<file path="src/rtl/serial_adder_pkg.sv">
// Shared types and helpers for the bit-serial adder.
package serial_adder_pkg;

    typedef enum logic [1:0] {
        IDLE  = 2'd0,
        SHIFT = 2'd1,
        DONE  = 2'd2
    } state_e;

    function automatic int unsigned cnt_width(input int unsigned width);
        return (width < 2) ? 1 : $clog2(width);
    endfunction

endpackage

</file>
<file path="src/rtl/serial_adder_if.sv">
// Request/result bundle for serial_adder; ovf exists only with SERIAL_ADDER_OVF_EN.
interface serial_adder_if #(
    parameter int unsigned WIDTH = 8
);
    logic             start;
    logic [WIDTH-1:0] a;
    logic [WIDTH-1:0] b;
    logic             cin;
    logic             busy;
    logic             done;
    logic [WIDTH-1:0] sum;
    logic             carry;
`ifdef SERIAL_ADDER_OVF_EN
    logic             ovf;
`endif

    modport master (
        output start, a, b, cin,
`ifdef SERIAL_ADDER_OVF_EN
        input  ovf,
`endif
        input  busy, done, sum, carry
    );

    modport slave (
        input  start, a, b, cin,
`ifdef SERIAL_ADDER_OVF_EN
        output ovf,
`endif
        output busy, done, sum, carry
    );
endinterface

</file>
<file path="src/rtl/serial_adder_fulladder.sv">
// Single-bit full-adder cell used by the serial adder datapath.
module fulladder (
    input  logic a,
    input  logic b,
    input  logic c,
    output logic sum,
    output logic carry
);
    assign sum   = a ^ b ^ c;
    assign carry = (a & b) | (c & (a ^ b));
endmodule

</file>
<file path="src/rtl/serial_adder.sv">
// Bit-serial adder: one full-adder cell plus a carry FF, LSB first, WIDTH+1 cycle latency.
// Optional signed-overflow output enabled with SERIAL_ADDER_OVF_EN.
module serial_adder
    import serial_adder_pkg::*;
#(
    parameter int unsigned WIDTH = 8
) (
    input  logic          clk,
    input  logic          rst_n,
    serial_adder_if.slave bus
);
    localparam int unsigned CW = cnt_width(WIDTH);

    state_e           state_q, state_d;
    logic [CW-1:0]    cnt_q, cnt_d;
    logic [WIDTH-1:0] shift_a_q, shift_a_d;
    logic [WIDTH-1:0] shift_b_q, shift_b_d;
    logic [WIDTH-1:0] shift_s_q, shift_s_d;
    logic [WIDTH-1:0] sum_q, sum_d;
    logic             cff_q, cff_d;
    logic             carry_q, carry_d;
`ifdef SERIAL_ADDER_OVF_EN
    logic             ovf_q, ovf_d;
`endif
    logic             fa_s, fa_c;

    fulladder u_fa (
        .a     (shift_a_q[0]),
        .b     (shift_b_q[0]),
        .c     (cff_q),
        .sum   (fa_s),
        .carry (fa_c)
    );

    always_comb begin
        state_d   = state_q;
        cnt_d     = cnt_q;
        shift_a_d = shift_a_q;
        shift_b_d = shift_b_q;
        shift_s_d = shift_s_q;
        sum_d     = sum_q;
        cff_d     = cff_q;
        carry_d   = carry_q;
`ifdef SERIAL_ADDER_OVF_EN
        ovf_d     = ovf_q;
`endif
        case (state_q)
            IDLE: begin
                if (bus.start) begin
                    shift_a_d = bus.a;
                    shift_b_d = bus.b;
                    cff_d     = bus.cin;
                    cnt_d     = '0;
                    state_d   = SHIFT;
                end
            end
            SHIFT: begin
                shift_a_d = shift_a_q >> 1;
                shift_b_d = shift_b_q >> 1;
                shift_s_d = (shift_s_q >> 1) | {fa_s, {(WIDTH-1){1'b0}}};
                cff_d     = fa_c;
                if (cnt_q == CW'(WIDTH - 1)) begin
                    // Publish straight from the next-state value so the final bit lands this edge.
                    state_d = DONE;
                    sum_d   = shift_s_d;
                    carry_d = fa_c;
`ifdef SERIAL_ADDER_OVF_EN
                    ovf_d   = cff_q ^ fa_c;
`endif
                end else begin
                    cnt_d = cnt_q + 1'b1;
                end
            end
            DONE:    state_d = IDLE;
            default: state_d = IDLE;
        endcase
    end

    always_ff @(posedge clk) begin
        if (!rst_n) begin
            state_q   <= IDLE;
            cnt_q     <= '0;
            shift_a_q <= '0;
            shift_b_q <= '0;
            shift_s_q <= '0;
            sum_q     <= '0;
            cff_q     <= 1'b0;
            carry_q   <= 1'b0;
`ifdef SERIAL_ADDER_OVF_EN
            ovf_q     <= 1'b0;
`endif
        end else begin
            state_q   <= state_d;
            cnt_q     <= cnt_d;
            shift_a_q <= shift_a_d;
            shift_b_q <= shift_b_d;
            shift_s_q <= shift_s_d;
            sum_q     <= sum_d;
            cff_q     <= cff_d;
            carry_q   <= carry_d;
`ifdef SERIAL_ADDER_OVF_EN
            ovf_q     <= ovf_d;
`endif
        end
    end

    assign bus.busy  = (state_q != IDLE);
    assign bus.done  = (state_q == DONE);
    assign bus.sum   = sum_q;
    assign bus.carry = carry_q;
`ifdef SERIAL_ADDER_OVF_EN
    assign bus.ovf   = ovf_q;
`endif

endmodule

</file>
<file path="src/flat_wrapper.sv">
// flat-port wrapper written by rule: the top's interface ports become plain ports
module serial_adder_flat import serial_adder_pkg::*;
#(
    parameter int unsigned WIDTH = 8
)
  (clk, rst_n, bus_start, bus_a, bus_b, bus_cin, bus_busy, bus_done, bus_sum, bus_carry);
  serial_adder_if #(.WIDTH(WIDTH)) bus_i ();
  input  logic clk;
  input  logic rst_n;
  input wire logic [$bits(bus_i.start)-1:0] bus_start;
  input wire logic [$bits(bus_i.a)-1:0] bus_a;
  input wire logic [$bits(bus_i.b)-1:0] bus_b;
  input wire logic [$bits(bus_i.cin)-1:0] bus_cin;
  output wire logic [$bits(bus_i.busy)-1:0] bus_busy;
  output wire logic [$bits(bus_i.done)-1:0] bus_done;
  output wire logic [$bits(bus_i.sum)-1:0] bus_sum;
  output wire logic [$bits(bus_i.carry)-1:0] bus_carry;
  assign bus_i.start = bus_start;
  assign bus_i.a = bus_a;
  assign bus_i.b = bus_b;
  assign bus_i.cin = bus_cin;
  assign bus_busy = bus_i.busy;
  assign bus_done = bus_i.done;
  assign bus_sum = bus_i.sum;
  assign bus_carry = bus_i.carry;
  serial_adder #(.WIDTH(WIDTH)) u_core (.clk(clk), .rst_n(rst_n), .bus(bus_i));
endmodule
</file>
<file path="config.mk">
export PLATFORM = sky130hd
export DESIGN_NAME = serial_adder_flat
export DESIGN_NICKNAME = d
export VERILOG_FILES = /design/src/rtl/serial_adder_pkg.sv /design/src/rtl/serial_adder_if.sv /design/src/rtl/serial_adder_fulladder.sv /design/src/rtl/serial_adder.sv /design/src/flat_wrapper.sv
export SDC_FILE = /design/constraint.sdc
export NUM_CORES = 1
export LEC_CHECK = 0
export ABC_CLOCK_PERIOD_IN_PS = 3350
export CAP_MARGIN = 20
export CORE_MARGIN = 4
export CORE_UTILIZATION = 35
export CTS_CLUSTER_DIAMETER = 120
export DETAILED_ROUTE_END_ITERATION = 7
export PLACE_DENSITY_LB_ADDON = 0.05
export SYNTH_ARGS = -nofsm -noshare
export SYNTH_HDL_FRONTEND = slang
export SYNTH_HIERARCHICAL = 1
export SYNTH_SLANG_ARGS = --single-unit
</file>
<file path="constraint.sdc">
create_clock -name clk -period 3.35 [get_ports clk]
set_input_delay 0.5025 -clock clk [delete_from_list [all_inputs] [get_ports clk]]
set_output_delay 0.5025 -clock clk [all_outputs]
set_load 0.005 [all_outputs]
</file>
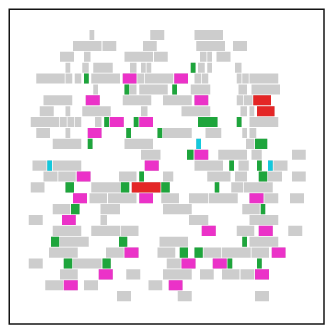
(gate families picked out)
Drawn at 4 px/µm.
Key: inv cells = cyan [cells 3, most used inv_1]; nor cells = green [cells 32, most used nor2_1]; fa/ha/maj cells = red [cells 3, most used ha_1]; mux cells = magenta [cells 24, most used mux2i_1]
Commonest Layout Cell: dfxtp_1
final std cells w/o fill: 262
Comb area share: 40.4%

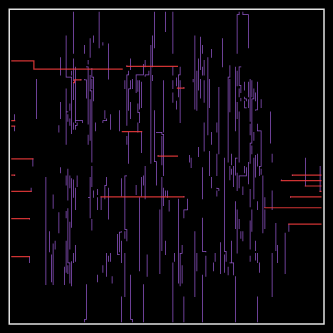
(wiring by layer)
Drawn at 4 px/µm. Two of the layers only.
Key: M2 = purple [wire length 1,560 µm]; M3 = red [wire length 149 µm]
gr usage total: 11.6%
Total Wirelength: 3320 µm
WL/cell: 12.7 µm

==> run_results.csv <==
group,metric,value,unit
floorplan,nWellTaps,67,
final_layout,synthToLayoutAreaGrowth,22.3,%
clock_tree,cts_hold_buf,0,
worst_setup_path,r2r-start,"u_core/state_q[0]",
worst_setup_path,r2r-end,"u_core/cff_q",
clock_tree,ctsResizeCount,0,
clock_tree,cts_buffers,5,
final_timing,setup_tns,0,ns
worst_setup_path,crit_chain,"buf_4 -> nor2b_1 -> clkdlybuf4s50_1",
yosys,syn_area_per_cell,10.3,µm²
yosys,synth_nets,191,
global_route,grt_pass1_wl,5690,µm
power,pwr-share-comb,13.2,%
route,drcViolationCount,0,
min_path,hold_path_end,"u_core/bus.sum[2]",
final_timing,finalCritPeriodShare,66.2,%
placed_design,port_buffers,30,
final_layout,buf_share,14.9,%
placed_design,gp_congestion,0.730,
floorplan,ioPinCount,31,
worst_setup_path,required,2.85,ns
power,vdd_drop_max,0.194,mV
floorplan,fp.dieW,78.3,µm
final_layout,num-nonclk-buffers,32,
placed_design,post_dp_cell_area,2030,µm²
run,maxCapViolCount,0,
outcome,status,"completed",
route,ant_nets,0,
final_layout,diodes,0,
final_layout,inverters_excl_clock,3,
yosys,yosys.cell_types.count,25,
global_route,grt_max_degree,31,
floorplan,dieHeight,78.3,µm
worst_setup_path,critical_path_peak_fanout,19,
yosys,ys_top_logic_family,"AND-OR/OR-AND gates",
yosys,synth_area,1730,µm²
floorplan,dieArea,6140,µm²
placed_design,hpwl,2230,µm
power,p_per_area,440,nW/µm²
final_timing,hold_viol,0,
final_timing,worst_slew_pin_slew,0.736,ns
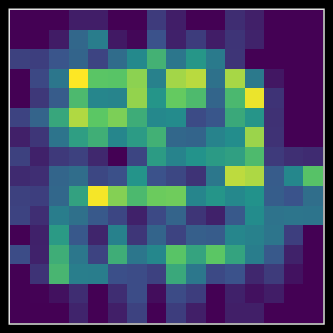
(signal metal coverage by tile)
Drawn at 4 px/µm. 16 x 16 tiles, from dark purple (low) to yellow (high), scaled to the fullest tile. Values are wire area over tile area, all layers added.
21% of the tiles are over half the peak. 20% of the tiles are nearly empty. The fullest tile reaches 0.29.
routed vias: 1,258

-- cells in the mapped netlist (all sizes together) --
cell type  number  area, µm²
a21oi           9       45.0
nand3          12       60.1
a211oi         15        188
nor2b           2       20.0
a31oi           3       18.8
ha              2       25.0
a32oi           2       17.5
o21ba           1       16.3
nor2           28        130
nand2          11       41.3
clkbuf          3       11.3
inv             3       11.3
mux2i          24        240
nor3            1       5.00
fa              1       20.0
buf            10       93.8
nand3b          1       11.3
dfxtp          38        761
nor4b           1       8.76
o21bai          1       7.51
-- flip-flops by register name, indices dropped and copies added (netlist names) --
name / count
u_core/shift_b_q: 8
u_core/shift_s_q: 7
u_core/bus.carry: 1
u_core/bus.sum: 8
u_core/cnt_q: 3
u_core/cff_q: 1
u_core/shift_a_q: 8
u_core/state_q: 2
Power figures rest on the tool's default switching activity, not on a simulated workload.
